Figure 1. Met1 routing (run 1).
(8 px per um) Supply wires on this layer in grey. Cells faint in the background.
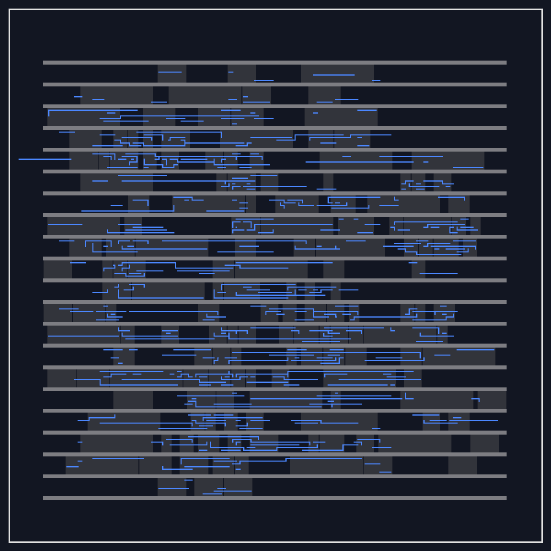
Figure 2. Signal wires on met2 (run 1).
(8 px per um)
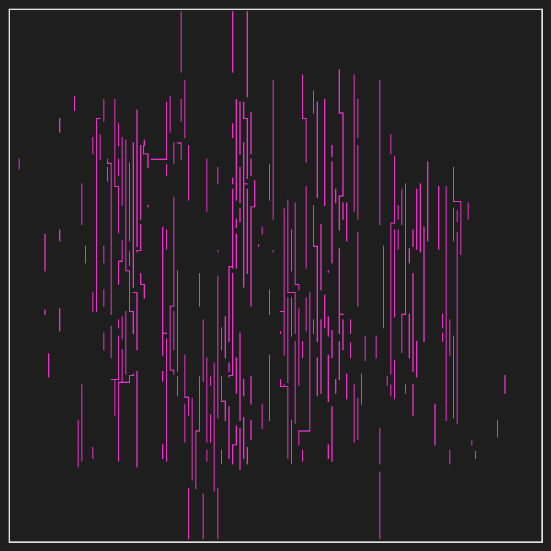
Figure 3. Met3 routing (run 1).
(8 px per um) Cells faint in the background.
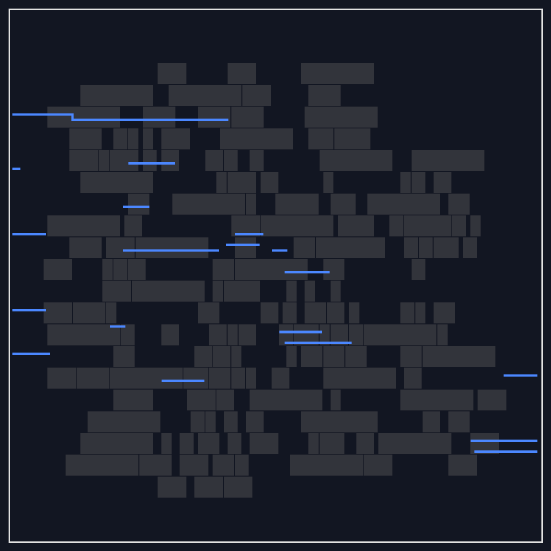
### config.mk
export PLATFORM = sky130hd
export DESIGN_NAME = uart_tx_block
export DESIGN_NICKNAME = d
export VERILOG_FILES = /design/src/rtl/uart_tx_block.sv
export SDC_FILE = /design/constraint.sdc
export NUM_CORES = 1
export LEC_CHECK = 0
export ABC_CLOCK_PERIOD_IN_PS = 2800
export CAP_MARGIN = 20
export CORE_MARGIN = 4
export CORE_UTILIZATION = 45
export CTS_CLUSTER_DIAMETER = 80
export DETAILED_ROUTE_END_ITERATION = 7
export PLACE_DENSITY = 0.65
export SETUP_SLACK_MARGIN = 0.15
export SLEW_MARGIN = 20
export SYNTH_ARGS = -nofsm -noshare
export SYNTH_HDL_FRONTEND = slang
export SYNTH_SLANG_ARGS = --single-unit
### constraint.sdc
create_clock -name clk -period 2.8 [get_ports clk]
set_input_delay 0.56 -clock clk [delete_from_list [all_inputs] [get_ports clk]]
set_output_delay 0.56 -clock clk [all_outputs]
set_load 0.005 [all_outputs]
### src/rtl/uart_tx_block.sv
// 8N1 UART transmitter with a one-byte holding buffer for gap-free back-to-back frames.
// Bytes arrive on a valid/ready handshake; serial_out idles high between frames.
module uart_tx_block #(
    parameter int CLKS_PER_BIT = 10
) (
    input  logic       clk,
    input  logic       n_rst,
    input  logic [7:0] tx_data,
    input  logic       tx_valid,
    output logic       tx_ready,
    output logic       serial_out,
    output logic       tx_busy,
    output logic       tx_done
);

    localparam int TIMER_W = (CLKS_PER_BIT > 1) ? $clog2(CLKS_PER_BIT) : 1;
    localparam logic [TIMER_W-1:0] BIT_LAST = TIMER_W'(CLKS_PER_BIT - 1);

    typedef enum logic [1:0] {
        IDLE,
        START,
        DATA,
        STOP
    } state_t;

    state_t             state, state_n;
    logic [7:0]         shifter, shifter_n;
    logic [7:0]         hold, hold_n;
    logic               hold_full, hold_full_n;
    logic [TIMER_W-1:0] timer, timer_n;
    logic [2:0]         bit_idx, bit_idx_n;
    logic               serial_n, busy_n, done_n;
    logic               accept, bit_end;

    assign tx_ready = ~hold_full;
    assign accept   = tx_valid & ~hold_full;
    assign bit_end  = (timer == BIT_LAST);

    // NOTE: sequential state uses non-blocking assignments so every register
    // samples the pre-edge values computed by the combinational block.
    // NOTE: the holding buffer is a single register, so it is cleared on reset
    // together with the rest of the datapath (no RAM here to leave uninitialised).
    always_ff @(posedge clk or negedge n_rst) begin
        if (!n_rst) begin
            state      <= IDLE;
            shifter    <= 8'h00;
            hold       <= 8'h00;
            hold_full  <= 1'b0;
            timer      <= '0;
            bit_idx    <= 3'd0;
            serial_out <= 1'b1;
            tx_busy    <= 1'b0;
            tx_done    <= 1'b0;
        end else begin
            state      <= state_n;
            shifter    <= shifter_n;
            hold       <= hold_n;
            hold_full  <= hold_full_n;
            timer      <= timer_n;
            bit_idx    <= bit_idx_n;
            serial_out <= serial_n;
            tx_busy    <= busy_n;
            tx_done    <= done_n;
        end
    end

    // NOTE: every variable gets its default first so no path leaves one
    // unassigned, which would otherwise infer a latch.
    always_comb begin
        state_n     = state;
        shifter_n   = shifter;
        hold_n      = hold;
        hold_full_n = hold_full;
        timer_n     = timer;
        bit_idx_n   = bit_idx;

        unique case (state)
            IDLE: begin
                if (accept) begin
                    shifter_n = tx_data;
                    state_n   = START;
                    timer_n   = '0;
                    bit_idx_n = 3'd0;
                end
            end
            START: begin
                if (bit_end) begin
                    timer_n   = '0;
                    bit_idx_n = 3'd0;
                    state_n   = DATA;
                end else begin
                    timer_n = timer + 1'b1;
                end
            end
            DATA: begin
                if (bit_end) begin
                    timer_n   = '0;
                    shifter_n = {1'b0, shifter[7:1]};
                    if (bit_idx == 3'd7) begin
                        state_n = STOP;
                    end else begin
                        bit_idx_n = bit_idx + 3'd1;
                    end
                end else begin
                    timer_n = timer + 1'b1;
                end
            end
            STOP: begin
                if (bit_end) begin
                    timer_n = '0;
                    if (hold_full) begin
                        shifter_n   = hold;
                        hold_full_n = 1'b0;
                        state_n     = START;
                    end else if (accept) begin
                        // A byte offered on the last stop clock goes straight to the
                        // shifter; parking it in the buffer would strand it in IDLE.
                        shifter_n = tx_data;
                        state_n   = START;
                    end else begin
                        state_n = IDLE;
                    end
                end else begin
                    timer_n = timer + 1'b1;
                end
            end
            default: state_n = IDLE;
        endcase

        if (accept && state != IDLE && !(state == STOP && bit_end)) begin
            hold_n      = tx_data;
            hold_full_n = 1'b1;
        end

        // Outputs are registered copies of what the next state will drive.
        busy_n = (state_n != IDLE);
        done_n = (state_n == STOP) && (timer_n == BIT_LAST);
        unique case (state_n)
            START:   serial_n = 1'b0;
            DATA:    serial_n = shifter_n[0];
            default: serial_n = 1'b1;
        endcase
    end

endmodule

==> changes_impl.md, run 1 <==
### Metrics

- Hold Violations, Final: 0
- Max Clk Rate: 514.9 MHz
- Hold Crit Class: flip-flop to flip-flop
- Longest Clk Path Bufs: 2
- Most common cell in the netlist: dfrtp_1
- Status: completed
- Reg2reg setup slack: 0.89 ns
- Setup violators final: 0
- Top power group: registers
- Largest regs: hold (8), shifter (8), timer (4)
- Busiest grt layer: met2
- # Taps: 44
- Placeable Area: about 0.0032 sq mm
- Critical Path Source: hold_full
- Combinational Power Share: 36.4%
- Fraction of registers with async set/reset: 100.0%
- DRC: 0
- HP Start: bit_idx[1]
- Met3 usage: approximately 4.6%
- I/O pins: 15
- Post-route setup slack: roughly 0.86 ns
- Lkg Pwr: 0.7355 nW
- Flop count: 29
- Critical path's top delay family: buffers and inverters
- Hpwl dp: 2097 um
- Critical path class: flip-flop to primary output
- TritonCTS clock tree: built
- Global-route wire length before repair: 5230 um
- Layout cells sized above 1: between 10% and 20%
- Most frequent logic cell in the layout: dfrtp_1
- WHS: 0.5076 ns
- Register share of the cell area: between 40% and 50%
- Mapped Avg Cell Area: 10.60 sq um
- Top cells, area: dfrtp_1 46%, mux2_2 6.6%, a221o_1 3.9%, a21oi_1 3.6%, nor2_1 3.4%
- Vias in the first global route: between 1000 and 1500
- EDFF count, synth: 0
- Synth cell types: between 40 and 50
- Total Power: about 1.6 mW
- Initial antenna violation count: 0
- Tool Warnings: 26
- Final Util: a little under three fifths
- Minimum clock period: 1.942 ns
- Wire length on met1: 1343 um
About Figure 1:
main direction: horizontal
share of all routed wire: 45%
nets with wire on the layer: 161
wire length on this layer: 1340 um

About Figure 2:
wire length on this layer: 1470 um
main direction: vertical
longest straight run: 29.2 um
share of all routed wire: 50%

About Figure 3:
longest straight run: 19.3 um
main direction: horizontal
nets with wire on the layer: 13

==> inputs of run 2 (changes only) <==
--- a/config.mk
+++ b/config.mk
@@ -5,7 +5,7 @@
 export SDC_FILE = /design/constraint.sdc
 export NUM_CORES = 1
 export LEC_CHECK = 0
-export ABC_CLOCK_PERIOD_IN_PS = 2800
+export ABC_CLOCK_PERIOD_IN_PS = 1900
 export CAP_MARGIN = 20
 export CORE_MARGIN = 4
 export CORE_UTILIZATION = 45
==> constraint.sdc (replaced) <==
create_clock -name clk -period 1.9 [get_ports clk]
set_input_delay 0.38 -clock clk [delete_from_list [all_inputs] [get_ports clk]]
set_output_delay 0.38 -clock clk [all_outputs]
set_load 0.005 [all_outputs]
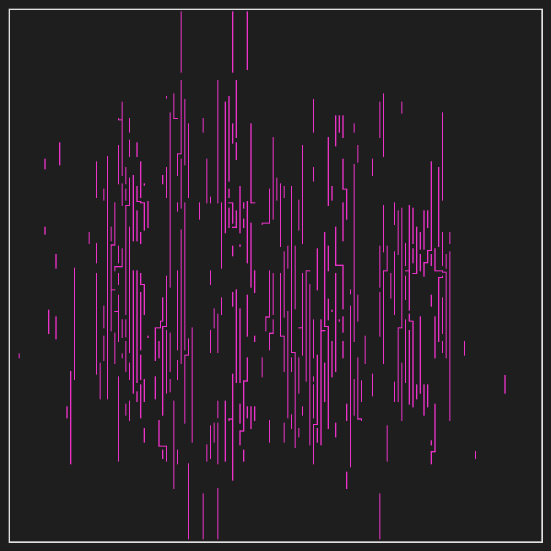
Figure 4: run 2, signal wires on met2.
(8 px per um)
share of all routed wire: 47%
wire length on this layer: 1510 um
longest straight run: 30.3 um
main direction: vertical
nets with wire on the layer: 161

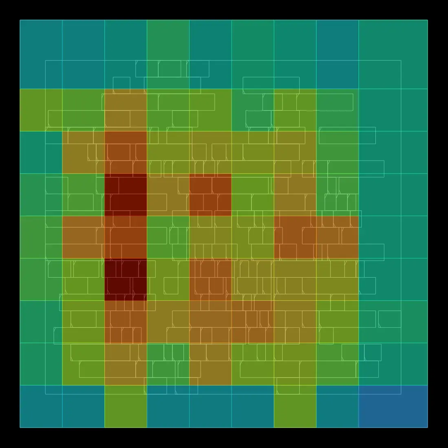
Figure 5: run 2, routing congestion map.
Final Util: 58.13%
busiest grt layer: met2
met1 global-route usage: 21.88%
met2 usage: 25.15%
gr usage total: 16.33%

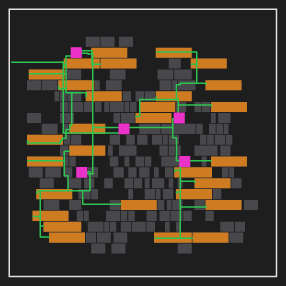
Figure 6: run 2, clock network drawn from the DEF.
(4 px per um)
legend:
  flip-flops:
    colour: orange
    count: 29
  clock wires:
    colour: green
    length: 365 um
  clock-net drivers:
    colour: magenta
    count: 5
flops lie: widely spread

==> changes_impl.md, run 2 <==
### Metrics

- Status: completed
- Layout cells sized above 1: around 22%
- Synth cell types: roughly 42
- Critical path class: flip-flop to primary output
- Critical path's top delay family: flip-flops
- Combinational Power Share: 41.3%
- Max Clk Rate: a little under 600 MHz
- Minimum clock period: between 1.5 and 2 ns
- Largest regs: hold (8), shifter (8), timer (4)
- Most frequent logic cell in the layout: dfrtp_1
- Post-route setup slack: 0.2017 ns
- DRC: 0
- Total Power: between 2 and 2.5 mW
- Placeable Area: around 0.0032 sq mm
- Top cells, area: dfrtp_1 46%, mux2_2 6.6%, a221o_1 3.9%, a21oi_1 3.6%, nor2_1 3.4%
- Wire length on met1: between 1000 and 1500 um
- Lkg Pwr: 0.7864 nW
- Longest Clk Path Bufs: 2
- Met3 usage: around 4.3%
- Vias in the first global route: between 1000 and 1500
- EDFF count, synth: 0
- Hpwl dp: approximately 2200 um
- Fraction of registers with async set/reset: 100.0%
- Setup violators final: 0
- Flop count: 29
- Register share of the cell area: around 40%
- # Taps: approximately 44
- Tool Warnings: 26
- Hold Crit Class: primary input to asynchronous set/reset pin
- Global-route wire length before repair: around 5500 um
Power is estimated from default activity; no workload was simulated.
